### Clock nets, run 1

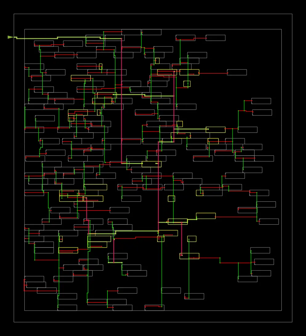
### M3 wires, run 1

(3 px per µm)
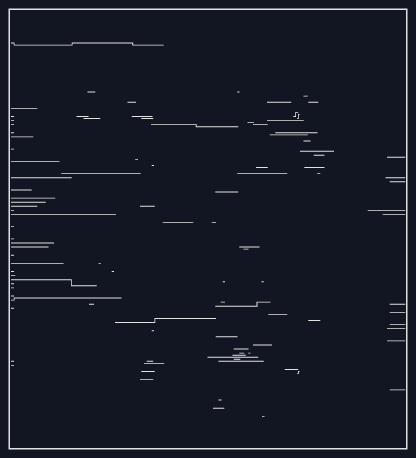
### Signal wires by layer, run 1

(2 px per µm)
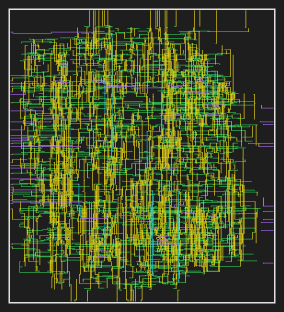
--- config.mk ---
export PLATFORM = sky130hd
export DESIGN_NAME = sync_timing_monitor_flat
export DESIGN_NICKNAME = d
export VERILOG_FILES = /design/src/rtl/sync_timing_monitor_if.sv /design/src/rtl/sync_timing_monitor.sv /design/src/flat_wrapper.sv
export SDC_FILE = /design/constraint.sdc
export NUM_CORES = 1
export LEC_CHECK = 0
export CORE_AREA = 5 5 127 141
export CTS_CLUSTER_SIZE = 16
export DETAILED_ROUTE_END_ITERATION = 8
export DIE_AREA = 0 0 132 146
export HOLD_SLACK_MARGIN = 0.02
export PLACE_DENSITY = 0.73
export SKIP_CTS_REPAIR_TIMING = 1
export SLEW_MARGIN = 10
export SYNTH_ARGS = -nofsm -noshare
export SYNTH_HDL_FRONTEND = slang
export SYNTH_SLANG_ARGS = --single-unit
export TNS_END_PERCENT = 20
--- constraint.sdc ---
create_clock -name clk -period 4.8 [get_ports clk]
set_clock_uncertainty 0.2 [all_clocks]
set_input_delay 0.96 -clock clk [delete_from_list [all_inputs] [get_ports clk]]
set_output_delay 0.96 -clock clk [all_outputs]
set_load 0.01 [all_outputs]
--- src/rtl/sync_timing_monitor_if.sv ---
// Frontend sync stream and measurement results for sync_timing_monitor.
// Optional IRQ signals exist only when SYNC_MON_IRQ_EN is defined.
interface sync_timing_monitor_if #(
    parameter int unsigned H_W = 11,
    parameter int unsigned V_W = 10,
    parameter int unsigned F_W = 22
);
    logic           hsync;
    logic           vsync;
    logic           de;
    logic [H_W-1:0] h_total;
    logic [H_W-1:0] h_active;
    logic [V_W-1:0] v_total;
    logic [V_W-1:0] v_active;
    logic [F_W-1:0] vclks_per_frame;
    logic           stable;
    logic           mode_change;
    logic           sync_lost;
`ifdef SYNC_MON_IRQ_EN
    logic           irq;
    logic           irq_clr;

    modport master (
        output hsync, vsync, de, irq_clr,
        input  h_total, h_active, v_total, v_active, vclks_per_frame,
        input  stable, mode_change, sync_lost, irq
    );
    modport slave (
        input  hsync, vsync, de, irq_clr,
        output h_total, h_active, v_total, v_active, vclks_per_frame,
        output stable, mode_change, sync_lost, irq
    );
`else
    modport master (
        output hsync, vsync, de,
        input  h_total, h_active, v_total, v_active, vclks_per_frame,
        input  stable, mode_change, sync_lost
    );
    modport slave (
        input  hsync, vsync, de,
        output h_total, h_active, v_total, v_active, vclks_per_frame,
        output stable, mode_change, sync_lost
    );
`endif
endinterface

--- src/rtl/sync_timing_monitor.sv ---
// Measures HSYNC/VSYNC/DE timing per frame and tracks lock to a stable video mode.
// Optional sticky IRQ output is enabled by defining SYNC_MON_IRQ_EN.
module sync_timing_monitor #(
    parameter int unsigned H_W           = 11,
    parameter int unsigned V_W           = 10,
    parameter int unsigned F_W           = 22,
    parameter int unsigned H_TOL         = 2,
    parameter int unsigned STABLE_FRAMES = 4
) (
    input logic                  clk,
    input logic                  rst_n,
    sync_timing_monitor_if.slave mon
);
    localparam int unsigned M_W = $clog2(STABLE_FRAMES + 1);

    typedef enum logic [1:0] {StNoSync, StAcquire, StLocked} state_e;

    state_e         state_q, state_d;
    logic           hs_q, vs_q;
    logic [H_W-1:0] hcnt_q, decnt_q, line_h_q, line_de_q, line_h_d, line_de_d;
    logic [V_W-1:0] line_cnt_q, act_lines_q, line_cnt_d, act_lines_d;
    logic [F_W-1:0] fcnt_q;
    logic [M_W-1:0] match_cnt_q, match_cnt_d;
    logic [H_W-1:0] h_total_q, h_active_q, h_diff;
    logic [V_W-1:0] v_total_q, v_active_q;
    logic [F_W-1:0] vclks_q;
    logic           stable_q, stable_d, mode_change_q, mode_change_d, sync_lost_q, sync_lost_d;
    logic           hs_fall, vs_fall, timeout, match;

    function automatic logic [H_W-1:0] inc_h(input logic [H_W-1:0] x);
        return (x == '1) ? x : x + H_W'(1);
    endfunction
    function automatic logic [V_W-1:0] inc_v(input logic [V_W-1:0] x);
        return (x == '1) ? x : x + V_W'(1);
    endfunction
    function automatic logic [F_W-1:0] inc_f(input logic [F_W-1:0] x);
        return (x == '1) ? x : x + F_W'(1);
    endfunction

    assign hs_fall = hs_q & ~mon.hsync;
    assign vs_fall = vs_q & ~mon.vsync;
    assign timeout = (fcnt_q == '1) & ~vs_fall;

    // Line-close results; a coincident vs_fall latches these, so that line joins this frame.
    always_comb begin
        line_h_d    = line_h_q;
        line_de_d   = line_de_q;
        line_cnt_d  = line_cnt_q;
        act_lines_d = act_lines_q;
        if (hs_fall) begin
            line_h_d   = inc_h(hcnt_q);
            line_cnt_d = inc_v(line_cnt_q);
            if (decnt_q != '0) begin
                line_de_d   = decnt_q;
                act_lines_d = inc_v(act_lines_q);
            end
        end
    end

    assign h_diff = (line_h_d >= h_total_q) ? (line_h_d - h_total_q) : (h_total_q - line_h_d);
    assign match  = (line_cnt_d == v_total_q) && (line_cnt_d != '0) && (h_diff <= H_W'(H_TOL));

    always_comb begin
        state_d       = state_q;
        match_cnt_d   = match_cnt_q;
        stable_d      = stable_q;
        mode_change_d = 1'b0;
        sync_lost_d   = sync_lost_q;
        if (timeout) begin
            state_d     = StNoSync;
            stable_d    = 1'b0;
            sync_lost_d = 1'b1;
        end else if (vs_fall) begin
            case (state_q)
                StNoSync: begin
                    state_d     = StAcquire;
                    match_cnt_d = '0;
                    sync_lost_d = 1'b0;
                end
                StAcquire: begin
                    if (!match) begin
                        match_cnt_d = '0;
                    end else if (match_cnt_q == M_W'(STABLE_FRAMES - 2)) begin
                        state_d       = StLocked;
                        match_cnt_d   = '0;
                        stable_d      = 1'b1;
                        mode_change_d = 1'b1;
                    end else begin
                        match_cnt_d = match_cnt_q + M_W'(1);
                    end
                end
                StLocked: begin
                    if (!match) begin
                        state_d     = StAcquire;
                        match_cnt_d = '0;
                        stable_d    = 1'b0;
                    end
                end
                default: state_d = StNoSync;
            endcase
        end
    end

    always_ff @(posedge clk or negedge rst_n) begin
        if (!rst_n) begin
            state_q       <= StNoSync;
            hs_q          <= 1'b0;
            vs_q          <= 1'b0;
            hcnt_q        <= '0;
            decnt_q       <= '0;
            fcnt_q        <= '0;
            line_h_q      <= '0;
            line_de_q     <= '0;
            line_cnt_q    <= '0;
            act_lines_q   <= '0;
            match_cnt_q   <= '0;
            h_total_q     <= '0;
            h_active_q    <= '0;
            v_total_q     <= '0;
            v_active_q    <= '0;
            vclks_q       <= '0;
            stable_q      <= 1'b0;
            mode_change_q <= 1'b0;
            sync_lost_q   <= 1'b0;
        end else begin
            state_q       <= state_d;
            hs_q          <= mon.hsync;
            vs_q          <= mon.vsync;
            hcnt_q        <= hs_fall ? '0 : inc_h(hcnt_q);
            decnt_q       <= hs_fall ? '0 : (mon.de ? inc_h(decnt_q) : decnt_q);
            fcnt_q        <= vs_fall ? '0 : inc_f(fcnt_q);
            line_h_q      <= line_h_d;
            line_de_q     <= line_de_d;
            line_cnt_q    <= vs_fall ? '0 : line_cnt_d;
            act_lines_q   <= vs_fall ? '0 : act_lines_d;
            match_cnt_q   <= match_cnt_d;
            stable_q      <= stable_d;
            mode_change_q <= mode_change_d;
            sync_lost_q   <= sync_lost_d;
            if (vs_fall) begin
                h_total_q  <= line_h_d;
                h_active_q <= line_de_d;
                v_total_q  <= line_cnt_d;
                v_active_q <= act_lines_d;
                vclks_q    <= inc_f(fcnt_q);
            end
        end
    end

    assign mon.h_total         = h_total_q;
    assign mon.h_active        = h_active_q;
    assign mon.v_total         = v_total_q;
    assign mon.v_active        = v_active_q;
    assign mon.vclks_per_frame = vclks_q;
    assign mon.stable          = stable_q;
    assign mon.mode_change     = mode_change_q;
    assign mon.sync_lost       = sync_lost_q;

`ifdef SYNC_MON_IRQ_EN
    logic irq_q, sync_lost_prev_q;

    // Set has priority over a same-cycle clear.
    always_ff @(posedge clk or negedge rst_n) begin
        if (!rst_n) begin
            irq_q            <= 1'b0;
            sync_lost_prev_q <= 1'b0;
        end else begin
            sync_lost_prev_q <= sync_lost_q;
            if (mode_change_q || (sync_lost_q && !sync_lost_prev_q)) begin
                irq_q <= 1'b1;
            end else if (mon.irq_clr) begin
                irq_q <= 1'b0;
            end
        end
    end

    assign mon.irq = irq_q;
`endif
endmodule

--- src/flat_wrapper.sv ---
// flat-port wrapper written by rule: the top's interface ports become plain ports
module sync_timing_monitor_flat 
#(
    parameter int unsigned H_W           = 11,
    parameter int unsigned V_W           = 10,
    parameter int unsigned F_W           = 22,
    parameter int unsigned H_TOL         = 2,
    parameter int unsigned STABLE_FRAMES = 4
)
  (clk, rst_n, mon_hsync, mon_vsync, mon_de, mon_h_total, mon_h_active, mon_v_total, mon_v_active, mon_vclks_per_frame, mon_stable, mon_mode_change, mon_sync_lost);
  sync_timing_monitor_if #(.H_W(H_W), .V_W(V_W), .F_W(F_W)) mon_i ();
  input logic clk;
  input logic rst_n;
  input wire logic [$bits(mon_i.hsync)-1:0] mon_hsync;
  input wire logic [$bits(mon_i.vsync)-1:0] mon_vsync;
  input wire logic [$bits(mon_i.de)-1:0] mon_de;
  output wire logic [$bits(mon_i.h_total)-1:0] mon_h_total;
  output wire logic [$bits(mon_i.h_active)-1:0] mon_h_active;
  output wire logic [$bits(mon_i.v_total)-1:0] mon_v_total;
  output wire logic [$bits(mon_i.v_active)-1:0] mon_v_active;
  output wire logic [$bits(mon_i.vclks_per_frame)-1:0] mon_vclks_per_frame;
  output wire logic [$bits(mon_i.stable)-1:0] mon_stable;
  output wire logic [$bits(mon_i.mode_change)-1:0] mon_mode_change;
  output wire logic [$bits(mon_i.sync_lost)-1:0] mon_sync_lost;
  assign mon_i.hsync = mon_hsync;
  assign mon_i.vsync = mon_vsync;
  assign mon_i.de = mon_de;
  assign mon_h_total = mon_i.h_total;
  assign mon_h_active = mon_i.h_active;
  assign mon_v_total = mon_i.v_total;
  assign mon_v_active = mon_i.v_active;
  assign mon_vclks_per_frame = mon_i.vclks_per_frame;
  assign mon_stable = mon_i.stable;
  assign mon_mode_change = mon_i.mode_change;
  assign mon_sync_lost = mon_i.sync_lost;
  sync_timing_monitor #(.H_W(H_W), .V_W(V_W), .F_W(F_W), .H_TOL(H_TOL), .STABLE_FRAMES(STABLE_FRAMES)) u_core (.clk(clk), .rst_n(rst_n), .mon(mon_i));
endmodule
==> results.toml, run 1 <==
# generated from flow reports
[worst_setup_path]
cp_data_arrival_time_ps = 4760
crit_path_end_kind = "register"
critical_path.slowest_cell = "dfrtp_1"
critical_path_required_ps = 4950
worstReg2RegEnd = "u_core.match_cnt_q[1]"
timing.critical_path.slowest_cell_delay_ps = 420
worst_setup_path_startpoint = "u_core.hcnt_q[0]"

[final_timing]
setup_ws_ps = 196
tightestPinTransition_ps = 944
setup-violations-final = 0
final_hold_viol_count = 0
post-route-min-period_ps = 4600

[grt]
initial_antenna_violation_count = 0
grt_remaining_overflow = 0

[logic_synthesis]
adder_share_pct = 5.22
yosys_cells = 937
synth_xor_xnor_area_share_pct = 5.09
synthesis.nets = 976
synth_area_leader_cell = "dfrtp_1"
synth_async_sr_flop_share_pct = 100
ys_area_um2 = 8430
yosysWarningCount = 0
cell_area_synth_um2 = 8430
synth_simple_gate_area_share_pct = 22.6
ys_top_logic_family = "simple AND/OR/NAND/NOR gates"
syn-mean-instance-area_um2 = 9.00
ys_seq_share_pct = 47.5
edf_count = 0

[placed_design]
dpl.hpwl_mm = 14.0
placed_cells = 1240
io_buffers = 71
gp_congestion = 0.911

[worst_hold_path]
hold_path_class = "register to register"
hold_depth = 2
hold-path-endpoint = "u_core.mon.h_active[0]"

[floorplan]
io_pins = 72
fp.dieArea_um2 = 19300
die-height_um = 146
die.size.x_um = 132
floorplanUtilization_pct = 51.9

[final_layout]
fin_cells = 1276
area_growth_pct = 26.5
fin_nets = 1098

[power_and_ir_drop]
cellLeakagePower_nw = 4.88
pwr-share-seq_pct = 34.2
share_comb_of_total_power_pct = 35.5
p_int_w = 0.00311

[clocking]
cts-root-to-sink-buffers = 2
cts_buffers = 17

[drt]
avgViaCountPerCell = 5.59
drt-pass1-iter-count = 5

[run_status]
run_status = "completed"

[run]
max-cap-violations = 0
-- 'Clock nets' (at the start) --
clock net sink count: 160
clk latency late pin: 420 ps
total clock network power: 0.00141 W

-- 'M3 wires' (at the start) --
- nets with wire on the layer: 88
- longest straight run: 35.7 µm
- main direction: horizontal
- share of all routed wire: 3.6%
- wire length on this layer: 737 µm
DRT Wirelength: 20.7 mm
vias post-DR: 7136
met3 routing resource usage after global routing: 4.29%

-- 'Signal wires by layer' (at the start) --
- green: met1 (wire length 9280 µm)
- cyan: met4 (wire length 421 µm)
- purple: met3 (wire length 737 µm)
- yellow: met2 (wire length 10200 µm)
total routing resource utilization after global routing: 21.3%
average detailed-routed wire length per instance: 16.2 µm

## run 1: cells in the final DEF, fill, tap and decap left out, drive strengths merged, types with 4 or more instances in the layout
| master | n |
|---|---|
| o211ai | 4 |
| clkdlybuf4s50 | 70 |
| nor4 | 7 |
| nor2b | 8 |
| or3 | 9 |
| xnor2 | 16 |
| nand4 | 17 |
| nand3 | 37 |
| a21o | 5 |
| buf | 79 |
| xor2 | 33 |
| and4 | 7 |
| dfrtp | 160 |
| mux2i | 10 |
| a31oi | 11 |
| a21oi | 34 |
| nor3 | 11 |
| ha | 32 |
| clkbuf | 21 |
| clkinv | 4 |
| nand2 | 156 |
| nand2b | 10 |
| and3 | 15 |
| and2 | 13 |
| nor2 | 96 |
| inv | 41 |
| a211oi | 5 |
| o31ai | 4 |
| o21ai | 90 |
| o21bai | 5 |
## run 1: registers in the layout (all words and copies together), names as in the netlist
name                        cells
u_core.fcnt_q                  22
u_core.mon.vclks_per_frame     22
u_core.decnt_q                 11
u_core.hcnt_q                  11
u_core.line_de_q               11
u_core.line_h_q                11
u_core.mon.h_active            11
u_core.mon.h_total             11
u_core.act_lines_q             10
u_core.line_cnt_q              10
u_core.mon.v_active            10
u_core.mon.v_total             10
u_core.match_cnt_q              3
u_core.state_q                  2
u_core.hs_q                     1
u_core.mon.mode_change          1
u_core.mon.stable               1
u_core.mon.sync_lost            1
u_core.vs_q                     1
## run 1: worst reg2reg max path, delay by kind of cell, from the launching register on
family,cells,cell delay (ps)
compound gates,5,1050
buf+inv,1,70
fa+ha+maj,2,450
flops,1,420
simple gates,11,2010
xor+xnor,2,350
## run 1: stage by stage
step	TNS, ps	area, µm²	hold WS, ps	total power [W]	util [%]
3_5_place_dp	-1470	9810	262	0.00307	60.4
5_1_grt	-124	10700	302	0.00489	65.7
3_3_place_gp	-640	9810	254	0.00305	60.4
2_1_floorplan	0	8440	241	0.00245	-
6_report	0	10700	273	0.00465	65.7
4_1_cts	-86.7	10400	276	0.00449	64.1
## run 1: per-layer routing
metal / up-vias / global-route usage [%] / wire length [µm]
met4: 0 / 7.05 / 421
met2: 147 / 34.8 / 10200
met3: 32 / 4.29 / 736
li1: 3470 / - / -
met5: - / 0 / 0
met1: 3487 / 28.5 / 9280
## run 1: cell type report
| class | count | area (µm²) |
|---|---|---|
| repair buffers | 149 | 1320 |
| multi-input cells | 692 | 4340 |
| inverters | 39 | 146 |
| clock inverters | 11 | 156 |
| well taps | 204 | 255 |
| fillers | 1299 | 5570 |
| flip-flops and latches | 160 | 4000 |
| clock buffers | 21 | 450 |
## run 1: power groups by stage
stage | sequential (W) | combinational, W | clock [W]
after detailed placement | 0.00160 | 0.00146 | 0
final | 0.00159 | 0.00165 | 0.00141
after global placement | 0.00160 | 0.00145 | 0
after CTS | 0.00158 | 0.00148 | 0.00143
after floorplan | 0.00161 | 0.000844 | 0
after global routing | 0.00161 | 0.00179 | 0.00149
==> run 2: changes to the inputs <==
--- a/config.mk
+++ b/config.mk
@@ -5,12 +5,14 @@
 export SDC_FILE = /design/constraint.sdc
 export NUM_CORES = 1
 export LEC_CHECK = 0
-export CORE_AREA = 5 5 127 141
+export CELL_PAD_IN_SITES_DETAIL_PLACEMENT = 2
+export CELL_PAD_IN_SITES_GLOBAL_PLACEMENT = 2
+export CORE_AREA = 5 5 152 169
 export CTS_CLUSTER_SIZE = 16
 export DETAILED_ROUTE_END_ITERATION = 8
-export DIE_AREA = 0 0 132 146
+export DIE_AREA = 0 0 157 174
 export HOLD_SLACK_MARGIN = 0.02
-export PLACE_DENSITY = 0.73
+export PLACE_DENSITY = 0.76
 export SKIP_CTS_REPAIR_TIMING = 1
 export SLEW_MARGIN = 10
 export SYNTH_ARGS = -nofsm -noshare
==> constraint.sdc (replaced) <==
create_clock -name clk -period 5 [get_ports clk]
set_clock_uncertainty 0.2 [all_clocks]
set_input_delay 1 -clock clk [delete_from_list [all_inputs] [get_ports clk]]
set_output_delay 1 -clock clk [all_outputs]
set_load 0.01 [all_outputs]
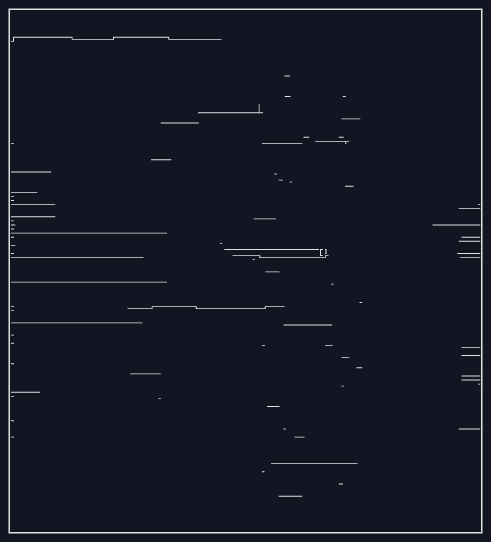
*M3 wires, run 2*
(3 px per µm)
- longest straight run: 51.8 µm
- main direction: horizontal
- wire length on this layer: 717 µm
- nets with wire on the layer: 60
met3 routing resource usage after global routing: 3.11%
DRT Wirelength: 27.3 mm
vias post-DR: 7353

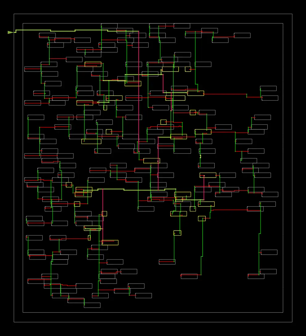
*Clock nets, run 2*
clk latency late pin: 430 ps
clock buffer instance count of the final layout: 18
flop count: 160
total clock network power: 0.00136 W
total clock buffers created by CTS: 17

==> run 2 against run 1 <==
The flow now finishes with violations (negative setup slack). Die area up 42%. Synthesized area unchanged. Sequential share of layout area about the same.
==> results.toml, run 2 <==
# generated from flow reports
[floorplan]
fp.dieArea_um2 = 27300
floorplanUtilization_pct = 35.2
io_pins = 72
die-height_um = 174
floorplan.rows = 60
die.size.x_um = 157

[logic_synthesis]
yosys_cells = 937
ys_seq_share_pct = 47.5
leading_post_synthesis_cells_by_instance_count = "dfrtp_1, nand2_1, nor2_1"
synth-seq-cells = 160
cell_area_synth_um2 = 8430
edf_count = 0
synthesis.nets = 976
top_area_share_pct = 47.5
yosysWarningCount = 0
top_cell_type_by_instance_count_after_synthesis = "dfrtp_1"
synth_async_sr_flop_share_pct = 100
syn-mean-instance-area_um2 = 9.00
ys_area_um2 = 8430
synth_area_leader_cell = "dfrtp_1"

[clocking]
cts_tree = "done"
htree_num_levels = 4
cts-root-to-sink-buffers = 2
cts_num_sinks = 160

[final_layout]
antenna_cells_inserted = 0
area_growth_pct = 26.5
fin_nets = 1092
layout.filler_cells = 2573
multiInputGateArea_um2 = 4250
final_layout_top_logic_cell = "dfrtp_1"
finalCoreUtilization_pct = 44.5
mostFrequentLayoutCells = "dfrtp_1, nand2_1, nor2_1"
regArea_um2 = 4010
post_route_cells_drive_above_1_share_pct = 13.6

[worst_hold_path]
min_from = "u_core.mon.h_active[1]"
hold_path_class = "register to register"

[power_and_ir_drop]
cellLeakagePower_nw = 4.84
cellPowerDensity_nw_per_um2 = 420
finalPower_w = 0.00448

[run_status]
run_status = "finished with violations"
violations_in_the_final_reports = "negative setup slack"

[final_timing]
finalHoldWorstSlack_ps = 279
final_hold_viol_count = 0
tightestPinTransition_ps = 977
setup-violations-final = 1
max-slew-margin-rel_pct = 34.9
setup_ws_ps = -45.8
post-route-min-period_ps = 5050

[placed_design]
io_buffers = 71
dpl.hpwl_mm = 18.2
gp_congestion = 0.821

[worst_setup_path]
worst_setup_path_startpoint = "u_core.hcnt_q[1]"
critical_path_required_ps = 5140
cp_data_arrival_time_ps = 5180
timing.critical_path.slowest_cell_delay_ps = 420
crit_path_end_kind = "register"
critical_path.slowest_cell = "dfrtp_1"
worstReg2RegEnd = "u_core.mon.stable"

[grt]
largest_net_degree_at_the_start_of_global_routing = 97
first_global_vias = 8136
initial_antenna_violation_count = 0
total_routing_resource_utilization_after_global_routing_pct = 19.6
grt_remaining_overflow = 0

[drt]
route.antenna.remaining_nets = 0
avgRoutedWirePerCell_um = 19.8
drc = 0
avgViaCountPerCell = 5.34
drt-pass1-iter-count = 4
iteration_0_drc_markers = 255

[run]
max-cap-violations = 0
-- run 2: cell counts after synthesis --
No cell type changed its count.
-- run 2: final cells by class --
type                       instances  area share [%]
clock inverter                    14            1.57
multi-input combinational        692            39.9
sequential                       160            37.5
inverter                          39            1.37
timing repair buffer             143            12.0
clock buffer                      18            4.02
tap                              310            3.64
-- run 2: worst min-delay path by stage --
| stage | end | cells after the start | slack (ps) |
|---|---|---|---|
| detailed placement | u_core.line_de_q[3] | 2 | 260 |
| global placement | u_core.line_de_q[7] | 2 | 260 |
| global route | u_core.line_de_q[2] | 2 | 310 |
| finish | u_core.mon.h_active[1] | 2 | 280 |
| floorplan | u_core.line_de_q[7] | 2 | 240 |
| CTS | u_core.line_de_q[7] | 2 | 290 |
-- run 2: metal layers --
layer / share of wire, % / vias to the layer above / wire length (µm) / track usage [%]
met1: 43 / 3779 / 11700 / 24.5
met5: 0 / - / 0 / 0
met4: 2.2 / 0 / 595 / 6.94
met3: 2.6 / 32 / 716 / 3.11
li1: - / 3445 / - / -
met2: 52 / 97 / 14200 / 34.0
-- run 2: kinds of logic (layout without fill, tap and decap cells) --
| logic type | Yosys count | count (layout) | share of synthesized area, % |
|---|---|---|---|
| AND-OR/OR-AND | 191 | 191 | 13.9 |
| flip-flops | 160 | 160 | 47.5 |
| XOR/XNOR | 49 | 49 | 5.09 |
| multiplexers | 14 | 14 | 1.85 |
| adder cells (fa/ha/maj) | 34 | 34 | 5.22 |
| buffers and inverters | 85 | 214 | 3.87 |
| AND/OR/NAND/NOR | 404 | 404 | 22.6 |
-- run 2: worst max-delay path, delay by kind of cell, from the launching register on --
family	cells	cell delay, ps
AND-OR/OR-AND	5	1120
flip-flops	1	420
buffers and inverters	4	540
XOR/XNOR	1	220
adder cells (fa/ha/maj)	2	540
AND/OR/NAND/NOR	10	1660
multiplexers	1	250
-- run 2: metrics by stage --
stage	TNS (ps)	std cells	cell area, µm²	worst slack (ps)
after CTS	-86.6	1371	10500	-36.0
after global routing	-585	1376	10700	-193
final	-45.8	1376	10700	-45.8
after detailed placement	-1230	1339	9900	-218
after floorplan	0	937	8440	57.6
after global placement	-485	1339	9900	-97.6
-- run 2: where the power goes --
group          internal, W  total (W)  switching [W]
Sequential         0.00142    0.00154       0.000119
Clock             0.000755    0.00136       0.000609
Combinational     0.000703    0.00158       0.000876
==> run 3: changes to the inputs <==
--- a/config.mk
+++ b/config.mk
@@ -5,12 +5,13 @@
 export SDC_FILE = /design/constraint.sdc
 export NUM_CORES = 1
 export LEC_CHECK = 0
+export ABC_AREA = 1
 export CELL_PAD_IN_SITES_DETAIL_PLACEMENT = 2
 export CELL_PAD_IN_SITES_GLOBAL_PLACEMENT = 2
-export CORE_AREA = 5 5 152 169
+export CORE_AREA = 5 5 162 180
 export CTS_CLUSTER_SIZE = 16
 export DETAILED_ROUTE_END_ITERATION = 8
-export DIE_AREA = 0 0 157 174
+export DIE_AREA = 0 0 167 185
 export HOLD_SLACK_MARGIN = 0.02
 export PLACE_DENSITY = 0.76
 export SKIP_CTS_REPAIR_TIMING = 1
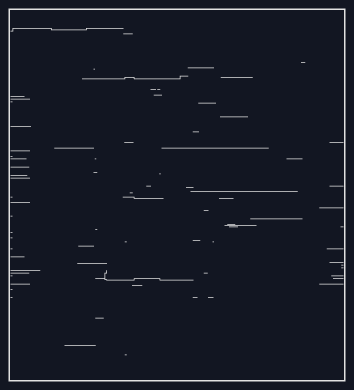
*M3 wires, run 3*
(2 px per µm)
- longest straight run: 53.4 µm
- nets with wire on the layer: 56
met3 routing resource usage after global routing: 3.31%
vias post-DR: 8241
DRT Wirelength: 29.9 mm

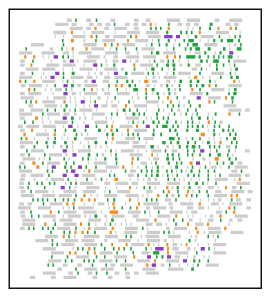
*Selected gate families, run 3*
(1.5 px per µm)
- purple: XOR/XNOR gates (cells 36)
- orange: inverting AOI/OAI gates (cells 121; where spread over the die)
- green: NAND gates (cells 501; where spread over the die)
highest-count logic cell in the final layout: nand2_1
Comb area share: 39.6%
final cell count without fillers: 1672

==> run 3 against run 2 <==
The run now ends clean. Via count rose by 12%. Worst hold slack improved by 5.5 ps. Fmax rose by 9.6%. Clock power rose by 7%. Final cell count rose by 22%.
==> results.toml, run 3 <==
# generated from flow reports
[final_layout]
post_route_cells_drive_above_1_share_pct = 8.79
fin_nets = 1335
regArea_um2 = 4010
layout.filler_cells = 3172

[logic_synthesis]
syn-mean-instance-area_um2 = 7.48
synth_async_sr_flop_share_pct = 100
ys_seq_share_pct = 44.1
ys_area_um2 = 9080
cell_area_synth_um2 = 9080
yosys_cells = 1215
synth-seq-cells = 160

[drt]
avgRoutedWirePerCell_um = 17.9
met2_wirelength_mm = 15.6
drc = 0
avgViaCountPerCell = 4.93
top_layer = "met5"

[clocking]
clk_latency_ps = 440
cts_tree = "done"
cts_buffers = 17

[floorplan]
die.size.x_um = 167
fp.dieArea_um2 = 30900
floorplanUtilization_pct = 33.3

[run_status]
run_status = "completed"

[worst_hold_path]
min_from = "u_core.mon.h_active[10]"
hold_path_class = "register to register"

[grt]
initial_antenna_violation_count = 1
total_routing_resource_utilization_after_global_routing_pct = 20.1
grt_remaining_overflow = 0
largest_net_degree_at_the_start_of_global_routing = 88

[placed_design]
io_buffers = 71
gp_congestion = 0.860

[final_timing]
finalHoldWorstSlack_ps = 284
post-route-min-period_ps = 4600

[worst_setup_path]
cp_data_arrival_time_ps = 4760
critical_path.slowest_cell = "o21ai_0"
crit_path_end_kind = "register"

[power_and_ir_drop]
cellLeakagePower_nw = 5.44
cellPowerDensity_nw_per_um2 = 388
run 3: cell types whose count changed after synthesis, moves of 18 or more:
cell      before  now
nand2_1      156  371
nor2_1        96  114
nand3_1       37   71
clkbuf_1      39   17
inv_1         39  171
run 3: logic make-up (layout without fill, tap and decap cells):
group                    Yosys count  count (layout)  share of synthesized area (%)
AND-OR/OR-AND                    122             122                           7.08
flip-flops                       160             160                           44.1
buffers and inverters            209             303                           8.81
multiplexers                       2               2                          0.220
adder cells (fa/ha/maj)           34              34                           4.85
AND/OR/NAND/NOR                  652             652                           31.4
XOR/XNOR                          36              36                           3.55
run 3: power by group:
group	internal [W]	switching [W]	total, W
Sequential	0.00142	0.000120	0.00154
Clock	0.000867	0.000581	0.00145
Combinational	0.000472	0.000818	0.00129
Total	0.00276	0.00152	0.00428
run 3: layout make-up:
class | count | share of cell area [%]
Tap cell | 363 | 4.12
Timing Repair Buffer | 94 | 8.14
Multi-Input combinational cell | 846 | 39.6
Inverter | 177 | 6.03
Clock inverter | 12 | 1.65
Sequential cell | 160 | 36.4
Clock buffer | 20 | 4.15
run 3: tightest hold or removal path: stages, from the launching register on:
cell	delay, ps
dfrtp_1	340
nand2_1	50
nand2_1	50
run 3: through the flow:
step           cell area, µm²  utilization (%)  TNS (ps)  total power, W  setup WS, ps
5_1_grt                 11000             40.3      -155         0.00456         -66.3
4_1_cts                 10900             40.0     -63.7         0.00430         -28.1
3_5_place_dp            10300             37.7         0         0.00281          23.9
6_report                11000             40.3         0         0.00428           396
3_3_place_gp            10300             37.7         0         0.00276           245
2_1_floorplan            9080                -         0         0.00232           778
run 3: path summary, 6_finish.rpt:
path	end	cells after the start
min in group asynchronous	u_core.mon.h_active[7]	1
max in group asynchronous	u_core.fcnt_q[8]	2
setup / recovery	u_core.state_q[1]	23
hold / removal	u_core.mon.h_active[10]	2
setup reg to reg	u_core.state_q[1]	30
hold reg to reg	u_core.mon.h_active[10]	2
run 3: layer usage:
metal,vias to the layer above,GRT usage [%]
li1,3955,-
met3,38,3.31
met1,4156,23.9
met2,90,37.4
met4,2,5.79
met5,-,0
Power and IR drop assume default switching activity.
